### src/rtl/lda_pkg.sv
// Shared types and widths for the LDA line-drawing engine.
// Holds coordinate/colour widths, error width, engine states and point type.
package lda_pkg;

  localparam int X_W   = 9;
  localparam int Y_W   = 8;
  localparam int C_W   = 3;
  localparam int ERR_W = 11;

  typedef enum logic [2:0] {
    IDLE,
    INIT,
    SETUP,
    DRAW,
    DONE
  } state_t;

  // y is carried at X_W so that steep lines can swap x and y freely
  typedef struct packed {
    logic [X_W-1:0] x;
    logic [X_W-1:0] y;
  } point_t;

endpackage

### src/rtl/lda_abs_diff.sv
// Combinational unsigned |a-b| with borrow-based ordering flag.
// Ports: a_i, b_i operands; diff_o = |a-b|; lt_o = (a < b).
module lda_abs_diff #(
  parameter int W = 9
) (
  input  logic [W-1:0] a_i,
  input  logic [W-1:0] b_i,
  output logic [W-1:0] diff_o,
  output logic         lt_o
);

  logic [W:0] sub;

  assign sub    = {1'b0, a_i} - {1'b0, b_i};
  assign lt_o   = sub[W];
  assign diff_o = lt_o ? (b_i - a_i) : sub[W-1:0];

endmodule

### src/rtl/lda_line_engine.sv
// Bresenham line engine: latches a line on go, emits one pixel per DRAW cycle.
// Ports: clk, reset_n, go, x0/y0/x1/y1/color in; busy, done, vga_x/y/color/plot
// out. Macro LDA_ENGINE_BACKPRESSURE_EN adds input vga_ready to stall DRAW.
module lda_line_engine
  import lda_pkg::*;
(
  input  logic           clk,
  input  logic           reset_n,
  input  logic           go,
  input  logic [X_W-1:0] x0,
  input  logic [Y_W-1:0] y0,
  input  logic [X_W-1:0] x1,
  input  logic [Y_W-1:0] y1,
  input  logic [C_W-1:0] color,
`ifdef LDA_ENGINE_BACKPRESSURE_EN
  input  logic           vga_ready,
`endif
  output logic           busy,
  output logic           done,
  output logic [X_W-1:0] vga_x,
  output logic [Y_W-1:0] vga_y,
  output logic [C_W-1:0] vga_color,
  output logic           vga_plot
);

  state_t state_q, state_d;

  point_t p0_q, p0_d;
  point_t p1_q, p1_d;
  point_t pa_q, pa_d;
  point_t pb_q, pb_d;

  logic [C_W-1:0] col_q, col_d;
  logic steep_q, steep_d;
  logic yneg_q, yneg_d;

  logic [X_W-1:0] dx_q, dx_d;
  logic [X_W-1:0] dy_q, dy_d;
  logic [X_W-1:0] cx_q, cx_d;
  logic [X_W-1:0] cy_q, cy_d;

  logic [ERR_W-1:0] err_q, err_d;
  logic [ERR_W-1:0] err_nx;
  logic             err_pos;

  logic [X_W-1:0] adx, ady, ads, dx_c;
  logic           x_rev, y_rev, ya_lt;
  logic           steep_c, swap_c;
  point_t         sa, sb;
  logic           adv;

`ifdef LDA_ENGINE_BACKPRESSURE_EN
  assign adv = vga_ready;
`else
  assign adv = 1'b1;
`endif

  // x_rev: x1 < x0, y_rev: y1 < y0 (decide the point swap)
  lda_abs_diff #(.W(X_W)) u_adx (
    .a_i   (p1_q.x),
    .b_i   (p0_q.x),
    .diff_o(adx),
    .lt_o  (x_rev)
  );

  lda_abs_diff #(.W(X_W)) u_ady (
    .a_i   (p1_q.y),
    .b_i   (p0_q.y),
    .diff_o(ady),
    .lt_o  (y_rev)
  );

  lda_abs_diff #(.W(X_W)) u_ads (
    .a_i   (pa_q.y),
    .b_i   (pb_q.y),
    .diff_o(ads),
    .lt_o  (ya_lt)
  );

  assign steep_c = ady > adx;
  assign sa      = steep_c ? point_t'({p0_q.y, p0_q.x}) : p0_q;
  assign sb      = steep_c ? point_t'({p1_q.y, p1_q.x}) : p1_q;
  // after the steep swap the major axis of the points is the old y
  assign swap_c  = steep_c ? y_rev : x_rev;

  assign dx_c    = pb_q.x - pa_q.x;
  assign err_nx  = err_q + {{(ERR_W-X_W){1'b0}}, dy_q};
  assign err_pos = !err_nx[ERR_W-1] && (|err_nx);

  assign vga_x     = steep_q ? cy_q : cx_q;
  assign vga_y     = steep_q ? cx_q[Y_W-1:0] : cy_q[Y_W-1:0];
  assign vga_color = col_q;

  always_comb begin
    state_d  = state_q;
    p0_d     = p0_q;
    p1_d     = p1_q;
    pa_d     = pa_q;
    pb_d     = pb_q;
    col_d    = col_q;
    steep_d  = steep_q;
    yneg_d   = yneg_q;
    dx_d     = dx_q;
    dy_d     = dy_q;
    cx_d     = cx_q;
    cy_d     = cy_q;
    err_d    = err_q;
    busy     = 1'b0;
    done     = 1'b0;
    vga_plot = 1'b0;

    unique case (state_q)
      IDLE: begin
        if (go) begin
          p0_d    = '{x: x0, y: {1'b0, y0}};
          p1_d    = '{x: x1, y: {1'b0, y1}};
          col_d   = color;
          state_d = INIT;
        end
      end
      INIT: begin
        busy    = 1'b1;
        steep_d = steep_c;
        pa_d    = swap_c ? sb : sa;
        pb_d    = swap_c ? sa : sb;
        state_d = SETUP;
      end
      SETUP: begin
        busy    = 1'b1;
        dx_d    = dx_c;
        dy_d    = ads;
        yneg_d  = !ya_lt;
        err_d   = '0 - {{(ERR_W-X_W+1){1'b0}}, dx_c[X_W-1:1]};
        cx_d    = pa_q.x;
        cy_d    = pa_q.y;
        state_d = DRAW;
      end
      DRAW: begin
        busy     = 1'b1;
        vga_plot = 1'b1;
        if (adv) begin
          if (err_pos) begin
            cy_d  = yneg_q ? (cy_q - 1'b1) : (cy_q + 1'b1);
            err_d = err_nx - {{(ERR_W-X_W){1'b0}}, dx_q};
          end else begin
            err_d = err_nx;
          end
          cx_d = cx_q + 1'b1;
          if (cx_q == pb_q.x) begin
            state_d = DONE;
          end
        end
      end
      DONE: begin
        done    = 1'b1;
        state_d = IDLE;
      end
      default: begin
        state_d = IDLE;
      end
    endcase
  end

  always_ff @(posedge clk or negedge reset_n) begin
    if (!reset_n) begin
      state_q <= IDLE;
      p0_q    <= '0;
      p1_q    <= '0;
      pa_q    <= '0;
      pb_q    <= '0;
      col_q   <= '0;
      steep_q <= 1'b0;
      yneg_q  <= 1'b0;
      dx_q    <= '0;
      dy_q    <= '0;
      cx_q    <= '0;
      cy_q    <= '0;
      err_q   <= '0;
    end else begin
      state_q <= state_d;
      p0_q    <= p0_d;
      p1_q    <= p1_d;
      pa_q    <= pa_d;
      pb_q    <= pb_d;
      col_q   <= col_d;
      steep_q <= steep_d;
      yneg_q  <= yneg_d;
      dx_q    <= dx_d;
      dy_q    <= dy_d;
      cx_q    <= cx_d;
      cy_q    <= cy_d;
      err_q   <= err_d;
    end
  end

endmodule

### config.mk
export PLATFORM = sky130hd
export DESIGN_NAME = lda_line_engine
export DESIGN_NICKNAME = d
export VERILOG_FILES = /design/src/rtl/lda_pkg.sv /design/src/rtl/lda_abs_diff.sv /design/src/rtl/lda_line_engine.sv
export SDC_FILE = /design/constraint.sdc
export NUM_CORES = 1
export LEC_CHECK = 0
export CAP_MARGIN = 20
export CORE_MARGIN = 2
export CORE_UTILIZATION = 48
export CTS_BUF_LIST = sky130_fd_sc_hd__clkbuf_16
export CTS_CLUSTER_SIZE = 24
export DETAILED_ROUTE_END_ITERATION = 7
export GPL_TIMING_DRIVEN = 0
export PLACE_DENSITY = 0.64
export SKIP_CTS_REPAIR_TIMING = 1
export SLEW_MARGIN = 20
export SYNTH_ARGS = -nofsm -noshare
export SYNTH_HDL_FRONTEND = slang
export SYNTH_SLANG_ARGS = --single-unit
export TNS_END_PERCENT = 5
### constraint.sdc
create_clock -name clk -period 13.4 [get_ports clk]
set_input_delay 2.68 -clock clk [delete_from_list [all_inputs] [get_ports clk]]
set_output_delay 2.68 -clock clk [all_outputs]
set_load 0.05 [all_outputs]
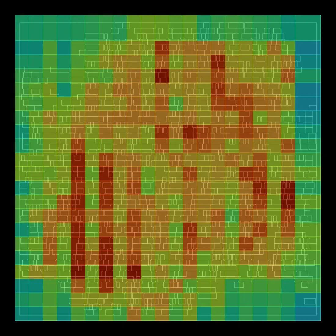
Run 1: congestion heat map
global route hottest layer: met2
Tot GR Track Use: 26.29%
GR Layer Usage met3: 4.697%

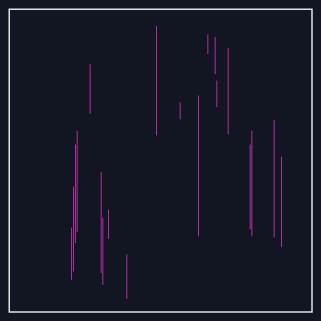
Run 1: metal 4
Drawn at 2 px/µm.
main direction = vertical
nets with wire on the layer = 18
wire length on this layer = 726 µm
share of all routed wire = 2.5%
Post-Route WL: 28,880 µm
via count: 8,794

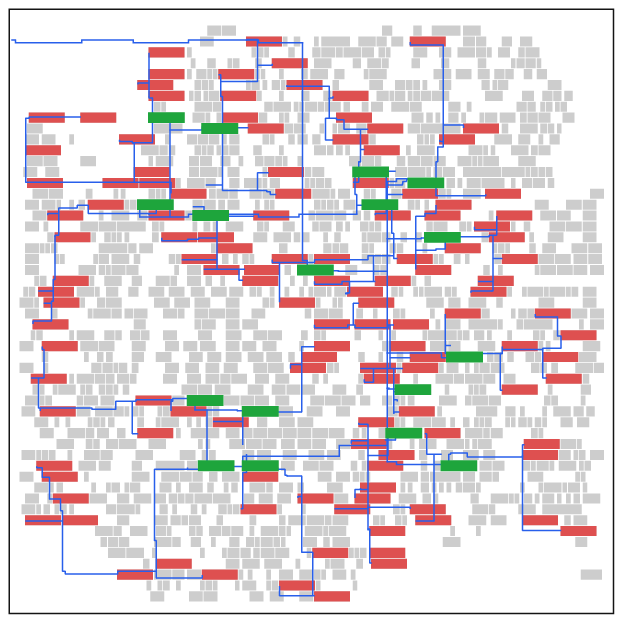
Run 1: routed clock nets over the placement
Drawn at 4 px/µm.
flip-flops -> red  # count 125
cells driving clock nets -> green  # count 17
clock wires -> blue  # length 1,820 µm
flops lie = widely spread
later-pin clock latency in the skew report: 430 ps
Worst Skew: 8.907 ps

==> metrics.csv, run 1 <==
metric;value;unit
status;finished, final reports clean;
metal1 wirelength;13660;µm
number of enable flip-flop cells;0;
top post-synthesis cells by count;129 x nand2_1, 125 x dfrtp_1, 118 x o21ai_0;
layout cell share with drive strength beyond 1;10.03;%
DR WL/cell;18.87;µm
Yosys Instances;1159;
Mapped Nets;1303;
Max Clk Rate;155.3;MHz
setup violators final;0;
HP Start;pb_q[8];
Tapcells;275;
routed wl met3;1243;µm
Slew headroom;47.22;%
Clock Path Buffers;2;
unrepaired setup endpoints after global routing;no;
Area Growth Syn to Fin;15.09;%
XOR/XNOR Area Share;4.568;%
mi-comb count;887;
Worst R2R Setup Slack;7470;ps
clk_buf instances;17;
Logic area;6614;µm²
Mapped Cells;1159;
Highest Signal Layer;met4;
dpl ws;7391;ps
Critical path origin;state_q[0];
CTS tree;built;
inverter count;96;
Comb area share;55.65;%
Die Wd;150.7;µm
Top Ports;63;
Non-clock buffer share;7.538;%
FA/HA/MAJ Cells, Area Fraction;13.33;%
Synth area leader;dfrtp_1;
Root Buffer;clkbuf_16;
Hold WC Path Type;register to register;
DRC Markers;0;
GRT met2 Usage;42.00;%
nets;1387;
Critical Path RT;10720;ps
total global routing overflow;0;
OpenROAD warning count;50;
R2R cell count;20;
Top logic family;AND-OR/OR-AND gates;
Worst R2R End;pb_q[12];
Seq/Total Area, Yosys;30.29;%
nonclk buf count;116;
clock period minus worst slack;6438;ps
seq_cells;125;
# rows;53;
asr flop ratio synth;100.0;%
Setup crit end kind;output port;
YS chip area;10330;µm²
top cell category;combinational gates;
Clock buf/inv share;4.559;%
vias per cell;5.744;
Critical R2R Launch;p0_q[10];
antenna viol nets, final;0;
hold path cells;2;
largest net degree at the start of global routing;87;
Placeable Area;21090;µm²
fp_density;48.97;%
# Max-Cap Violations;0;
Unique cell types;76;
Synth Register Bits;125;
top_reg_cell synth;dfrtp_1;
met1 usage;36.58;%
Inserted Diodes;0;
Hold EP;pb_q[8];
post-route cell area;11880;µm²
Mapped Area;10330;µm²
DIE HEIGHT;150.7;µm
most common cell in the netlist;nand2_1;
Critical Path AT;3760;ps
CTS Buf Count;17;
Port Buf Inserts;62;
Top-area cell share;30.29;%
vias in the first global route;8505;
biggest area cells;dfrtp_1 30%, ha_1 11%, mux2i_1 8.7%;
CP Class;register to output port;
Worst Setup Slack, final;6962;ps
FF/Latch Area;3128;µm²
yosys simple share;12.47;%
fin. max-slew vios;0;
synthesized area per cell;8.910;µm²
first drt pass iteration count;5;
post-route clock period utilization;48.04;%
Placement Cell Area;11330;µm²
Warnings, synthesis;0;
Placer Congestion;0.9005;
clk sinks;125;
dpl hpwl;22730;µm
die area;22700;µm²
Iteration-0 DRC Markers;615;
and-or/or-and share of the synthesized area;18.32;%
worst slew pin tran;788.8;ps
fraction of area in registers;26.32;%
critical path startpoint category;register;
number of fill cells;1935;
met2 WL;13250;µm
initial antenna violation count;0;
Final Hold Fails;0;
CTS H-tree depth;4;
CTS clk-pin slew, worst paths;60;ps
Fin Setup TNS;0;ps
mux frac, synth;15.30;%
Critical Path End;vga_plot;
global-route wire length before repair;45710;µm
critical-path maximum fanout;10;
-- run 1: placed cells by master (no fill, tap or decap), types with 11 or more instances in the layout --
| cell | Yosys | layout |
|---|---|---|
| a21o_1 | 18 | 18 |
| a21oi_1 | 56 | 56 |
| clkbuf_1 | 35 | 35 |
| clkbuf_16 | 0 | 17 |
| clkdlybuf4s50_1 | 0 | 61 |
| dfrtp_1 | 125 | 125 |
| ha_1 | 94 | 94 |
| inv_1 | 96 | 96 |
| mux2_2 | 58 | 58 |
| mux2i_1 | 90 | 90 |
| nand2_1 | 129 | 129 |
| nand3_1 | 13 | 13 |
| nor2_1 | 57 | 57 |
| nor2b_1 | 13 | 13 |
| nor3_1 | 15 | 15 |
| o21a_1 | 15 | 15 |
| o21ai_0 | 118 | 118 |
| o22ai_1 | 11 | 11 |
| xnor2_1 | 26 | 26 |
| xor2_1 | 26 | 26 |
-- run 1: through the flow --
stage / utilization (%) / std cells / hold WS, ps
floorplan: - / 1159 / 448.5
global placement: 53.54 / 1496 / 465.4
detailed placement: 53.75 / 1498 / 468.8
CTS: 56.32 / 1530 / 490.5
global route: 56.35 / 1531 / 521.8
finish: 56.35 / 1531 / 492.8
-- run 1: state kept, by name, indices dropped and copies added (netlist names), 11 cells and up --
signal  count
pa_q       18
pb_q       18
p0_q       17
p1_q       17
err_q      11
-- run 1: worst max-delay path, cell delays in order (launching register included) --
cell and delay, ps:
dfrtp_1 320, clkbuf_1 510, nand2_1 240, or2_2 340, clkbuf_1 260, inv_1 170, clkbuf_1 550, clkdlybuf4s50_1 930
Run 1, local utilization:
Drawn at 2 px/µm. 15 x 15 tiles, from white (low) to dark blue (high), 0 to 100% covered.
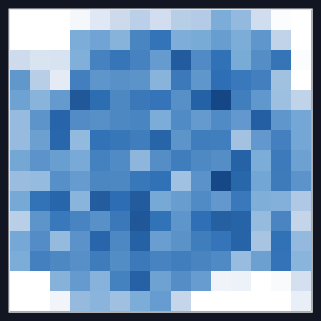

==> run 2, diff against run 1 <==
clock period = 6.1 ns   (was 13.4 ns; I/O delays follow)
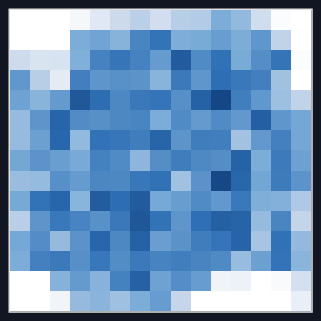
Run 2: local utilization
Drawn at 2 px/µm. 15 x 15 tiles, from white (low) to dark blue (high), 0 to 100% covered.
fullest tile = 91%
tiles over 75% full = 11%
mean over tiles = 51%
fin util: 56.40%
fp_density: 48.97%
Placeable Area: 21,090 µm²

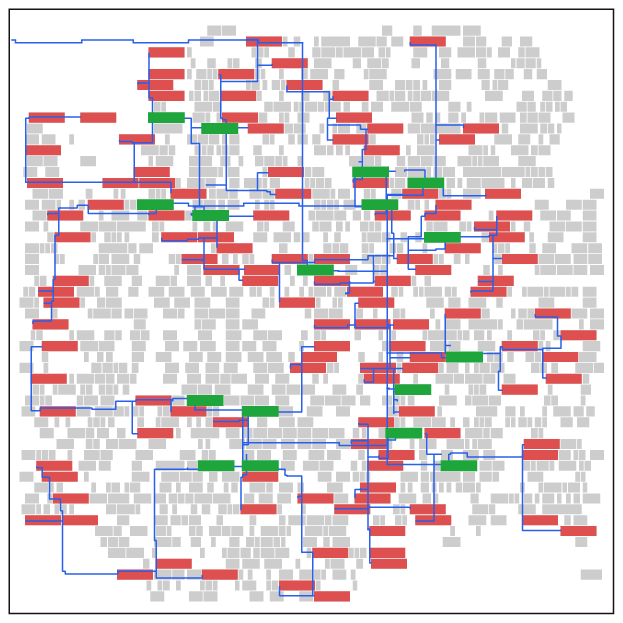
Run 2: routed clock nets over the placement
Drawn at 4 px/µm.
clock wires -> blue  # length 1,830 µm
flip-flops -> red  # count 125
cells driving clock nets -> green  # count 17
routed clock nets = 18
Worst Skew: 9.563 ps

==> run 2 against run 1 <==
Compared with the run above: clock-buffer cell count unchanged; worst hold slack worse by 0.59 ps; routed wire length barely moved; utilization hardly changed; non-clock buffer count unchanged.
==> metrics.csv, run 2 <==
metric;value;unit
status;finished, final reports clean;
dpl ws;122.9;ps
Post-Route WL;28880;µm
Critical Path RT;6430;ps
dpl hpwl;22730;µm
Tot GR Track Use;26.29;%
slowest stage delay, CP;510;ps
OpenROAD warning count;50;
Crit path top cell by count;buf_2;
later-pin clock latency in the skew report;430;ps
clock period minus worst slack;5652;ps
CTS Buf Count;17;
CTS tree;built;
setup violators final;0;
critical path startpoint category;register;
Iteration-0 DRC Markers;611;
# Max-Cap Violations;0;
clk sinks;125;
Hold WC Path Type;register to register;
most numerous logic cell after layout;nand2_1;
FF/Latch Area;3128;µm²
Inserted Diodes;0;
CP max stage cell;dfrtp_1;
vias per cell;5.744;
Mapped Nets;1303;
HP Start;pb_q[8];
Worst Setup Slack, final;447.8;ps
Root Buffer;clkbuf_16;
YS chip area;10330;µm²
Worst R2R Setup Slack;450;ps
DRC Markers;0;
Top-area cell share;30.29;%
die area;22700;µm²
Yosys Instances;1159;
CP Class;register to register;
Top Ports;63;
R2R cell count;20;
Logic area;6623;µm²
via count;8794;
Critical R2R Launch;p0_q[10];
layout cell share with drive strength beyond 1;10.19;%
worst slew pin tran;776.7;ps
first drt pass iteration count;5;
post-route clock period utilization;92.66;%
unrepaired setup endpoints after global routing;no;
Final Hold Fails;0;
nets;1387;
top post-synthesis cells by count;129 x nand2_1, 125 x dfrtp_1, 118 x o21ai_0;
Slew headroom;48.03;%
Area Growth Syn to Fin;15.17;%
number of fill cells;1932;
CTS H-tree depth;4;
largest registers;pa_q x18, pb_q x18;
biggest area cells;dfrtp_1 30%, ha_1 11%, mux2i_1 8.7%;
Setup crit end kind;register;
Die Wd;150.7;µm
hold path cells;2;
initial antenna violation count;0;
Hold EP;pb_q[8];
most common cell in the netlist;nand2_1;
Worst Path Buf+Inv;5;
Clock Path Buffers;2;
global-route wire length before repair;45710;µm
Seq/Total Area, Yosys;30.29;%
Warnings, synthesis;0;
Placement Cell Area;11330;µm²
Mapped Area;10330;µm²
Critical path origin;p0_q[10];
largest net degree at the start of global routing;87;
Placed Instances;1498;
DIE HEIGHT;150.7;µm
Synth area leader;dfrtp_1;
vias in the first global route;8505;
Placer Congestion;0.9005;
Max Clk Rate;176.9;MHz
number of enable flip-flop cells;0;
antenna viol nets, final;0;
Top cells excl fill/tap;129 x nand2_1, 125 x dfrtp_1, 118 x o21ai_0, 96 x inv_1, 94 x ha_1;
Fin Hold WS;492.2;ps
CTS clk-pin slew, worst paths;60;ps
total global routing overflow;0;
asr flop ratio synth;100.0;%
# rows;53;
Non-Filler Instances;1531;
top_reg_cell synth;dfrtp_1;
synthesized area per cell;8.910;µm²
fin. max-slew vios;0;
delay-heaviest family, CP;AND-OR/OR-AND gates;
Worst R2R End;pb_q[9];
Mapped Cells;1159;
critical-path maximum fanout;10;
Critical Path AT;5980;ps
Port Buf Inserts;62;
post-route cell area;11890;µm²
Unique cell types;76;
Synth Register Bits;125;
DR WL/cell;18.86;µm
worst path cell trace;inv_1 > ha_1 > nor2b_1 > o31ai_1 > a2111oi_0 > nor2_1 > buf_2 > buf_2 > mux2i_1 > xor2_1 > ha_1 > a21o_1 > a21o_1 > a21oi_1 > a21boi_0 > o2bb2ai_2 > buf_4 > buf_2 > mux2_2 > o21ai_0;
[run 2: cell families after synthesis]
family | Yosys count | synth area share [%]
AND-OR/OR-AND | 298 | 18.32
flip-flops | 125 | 30.29
XOR/XNOR | 53 | 4.568
AND/OR/NAND/NOR | 282 | 12.47
adder cells (fa/ha/maj) | 104 | 13.33
multiplexers | 150 | 15.30
buffers and inverters | 147 | 5.719
[run 2: layout make-up]
cell class | instances | area share, %
Timing Repair Buffer | 65 | 5.597
Tap cell | 275 | 2.893
Buffer | 51 | 1.936
Clock buffer | 17 | 3.577
Sequential cell | 125 | 26.30
Clock inverter | 15 | 0.9784
Inverter | 96 | 3.030
Multi-Input combinational cell | 887 | 55.69
[run 2: worst min-delay path: cells and delay by family (launching register included)]
kind | cells | cell delay, ps
flip-flops | 1 | 350
AND/OR/NAND/NOR | 1 | 50
AND-OR/OR-AND | 1 | 60
[run 2: worst max-delay path by stage]
| stage | slack, ps | depth (start not counted) | to |
|---|---|---|---|
| 2_1_floorplan | 1390 | 20 | pa_q[11] |
| 3_5_place_dp | 120 | 19 | pb_q[9] |
| 3_3_place_gp | -1450 | 1 | vga_color[0] |
| 5_1_grt | 160 | 20 | pb_q[9] |
| 4_1_cts | 80 | 19 | pb_q[9] |
| 6_report | 450 | 20 | pb_q[9] |
[run 2: layer usage]
metal	global-route usage (%)	vias up	share of wire (%)
met5	0	-	0
met4	7.570	0	2.4
met3	4.697	47	4.5
met2	42.00	219	46
met1	36.58	4247	47
li1	-	4281	-
[run 2: stage by stage]
stage / setup TNS [ps]
final: 0
after global routing: 0
after CTS: 0
after detailed placement: 0
after global placement: -179720
after floorplan: 0
Run 2, metal 4:
Drawn at 2 px/µm.
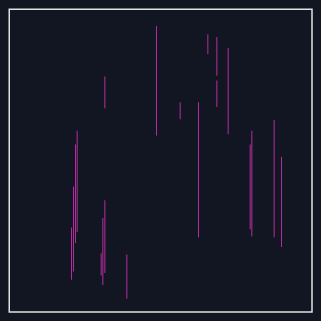

==> run 3, diff against run 2 <==
CORE_UTILIZATION = 40   (was 48)
CTS_BUF_LIST = unset   (was sky130_fd_sc_hd__clkbuf_16)
PLACE_DENSITY = 0.54   (was 0.64)
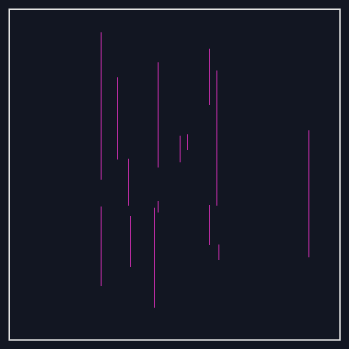
Run 3: metal 4
Drawn at 2 px/µm.
nets with wire on the layer = 10
longest straight run = 73.4 µm
via count: 8,688
Post-Route WL: 29,980 µm

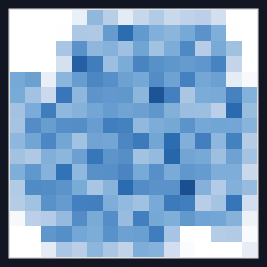
Run 3: local utilization
Drawn at 1.5 px/µm. 16 x 16 tiles, from white (low) to dark blue (high), 0 to 100% covered.
densest ninth of the die = centre
tiles over 75% full = 3.1%
mean over tiles = 43%
nearly empty tiles = 11%
fin util: 47.46%
fp_density: 40.89%
Placeable Area: 25,250 µm²

==> run 3 against run 2 <==
Compared with the run above: worst setup slack worse by 2.2 ps; global-route usage down 3.3 points; non-clock buffer count shrank 1; die area up 19%; design area is 0.78% higher; fmax about the same; sequential cell count is the same; clock skew increased by 4.5 ps; synthesized cell count unchanged; largest cell class unchanged.
==> metrics.csv, run 3 <==
metric;value;unit
total global routing overflow;0;
Yosys Instances;1159;
asr flop ratio synth;100.0;%
Inserted Diodes;0;
critical-path maximum fanout;10;
DR WL/cell;18.92;µm
DIE HEIGHT;164.7;µm
critical path startpoint category;register;
Final Hold Fails;0;
# Max-Cap Violations;0;
Top-area cell share;30.29;%
YS chip area;10330;µm²
Port Buf Inserts;62;
CTS clk-pin slew, worst paths;60;ps
Clock Path Buffers;2;
Critical Path AT;5990;ps
most common cell in the netlist;nand2_1;
largest registers;pa_q x18, pb_q x18;
Seq/Total Area, Yosys;30.29;%
metal1 wirelength;14830;µm
Max Clk Rate;176.9;MHz
Worst Setup Slack, final;445.6;ps
routed wl met3;1217;µm
nets;1386;
Fin Hold WS;481.2;ps
CTS Buf Count;17;
Root Buffer;clkbuf_16;
post-route cell area;11990;µm²
Die Wd;164.7;µm
clk sinks;125;
initial antenna violation count;0;
layout cell share with drive strength beyond 1;9.888;%
most numerous logic cell after layout;nand2_1;
Mapped Area;10330;µm²
Fin Setup TNS;0;ps
Iteration-0 DRC Markers;547;
worst slew pin tran;720.2;ps
Placement Cell Area;11400;µm²
Placed Instances;1553;
Top cells excl fill/tap;129 x nand2_1, 125 x dfrtp_1, 118 x o21ai_0, 96 x inv_1, 94 x ha_1;
DRC Markers;0;
Hold WC Path Type;register to register;
Placer Congestion;0.8646;
Mapped Nets;1303;
status;finished, final reports clean;
dpl hpwl;23580;µm
fin. max-slew vios;0;
met1 usage;32.71;%
first drt pass iteration count;5;
CTS H-tree depth;4;
Warnings, synthesis;0;
unrepaired setup endpoints after global routing;no;
GRT met2 Usage;36.36;%
global route hottest layer;met2;
CP Class;register to register;
Slew headroom;51.99;%
Critical Path RT;6440;ps
Area Growth Syn to Fin;16.07;%
top post-synthesis cells by count;129 x nand2_1, 125 x dfrtp_1, 118 x o21ai_0;
met2 WL;13410;µm
GR Layer Usage met3;3.415;%
Mapped Cells;1159;
global-route wire length before repair;47420;µm
Top Ports;63;
Worst Skew;14.02;ps
vias in the first global route;8430;
Synth area leader;dfrtp_1;
Unique cell types;76;
vias per cell;5.485;
post-route clock period utilization;92.70;%
dpl ws;189.6;ps
Non-Filler Instances;1584;
CTS tree;built;
largest net degree at the start of global routing;84;
OpenROAD warning count;50;
later-pin clock latency in the skew report;430;ps
[run 3: cell counts after synthesis]
No cell type changed its count.
[run 3: path summary, 6_finish.rpt]
path,from,slack [ps],to,cells past startpoint
max,p1_q[0],450,pb_q[12],20
max in group asynchronous,reset_n,4680,vga_color[1],2
min,dx_q[2],480,dx_q[2],2
min in group asynchronous,reset_n,670,cy_q[6],1
max reg2reg,p1_q[0],450,pb_q[12],20
min reg2reg,dx_q[2],480,dx_q[2],2
[run 3: cell type report]
cell class	instances	area (µm²)
Buffer	51	230.2
Clock buffer	21	460.4
Clock inverter	10	115.1
Fill cell	2499	13270
Inverter	96	360.3
Multi-Input combinational cell	887	6620
Sequential cell	125	3128
Tap cell	330	412.9
Timing Repair Buffer	64	658.1
[run 3: logic make-up after synthesis]
| logic type | count (synthesis) | synth area share (%) |
|---|---|---|
| AOI/OAI and AO/OA | 298 | 18.32 |
| and+or+nand+nor | 282 | 12.47 |
| muxes | 150 | 15.30 |
| buffers and inverters | 147 | 5.719 |
| DFF | 125 | 30.29 |
| adders and majority gates | 104 | 13.33 |
| xor gates and xnor gates | 53 | 4.568 |
[run 3: critical path, cell delays in order (launching register included)]
cell and delay, ps:
dfrtp_1 480, inv_1 110, ha_1 140, inv_1 60, fa_1 410, nand3_1 120, a21oi_1 110, nor2_1 510
buf_2 390, buf_4 300, mux2_2 370, ha_1 310, nor2b_1 140, o21a_1 160, o21a_1 170, o221ai_1 130
a21boi_0 130, o2bb2ai_2 550, buf_2 410, mux2_2 390, o21ai_0 170
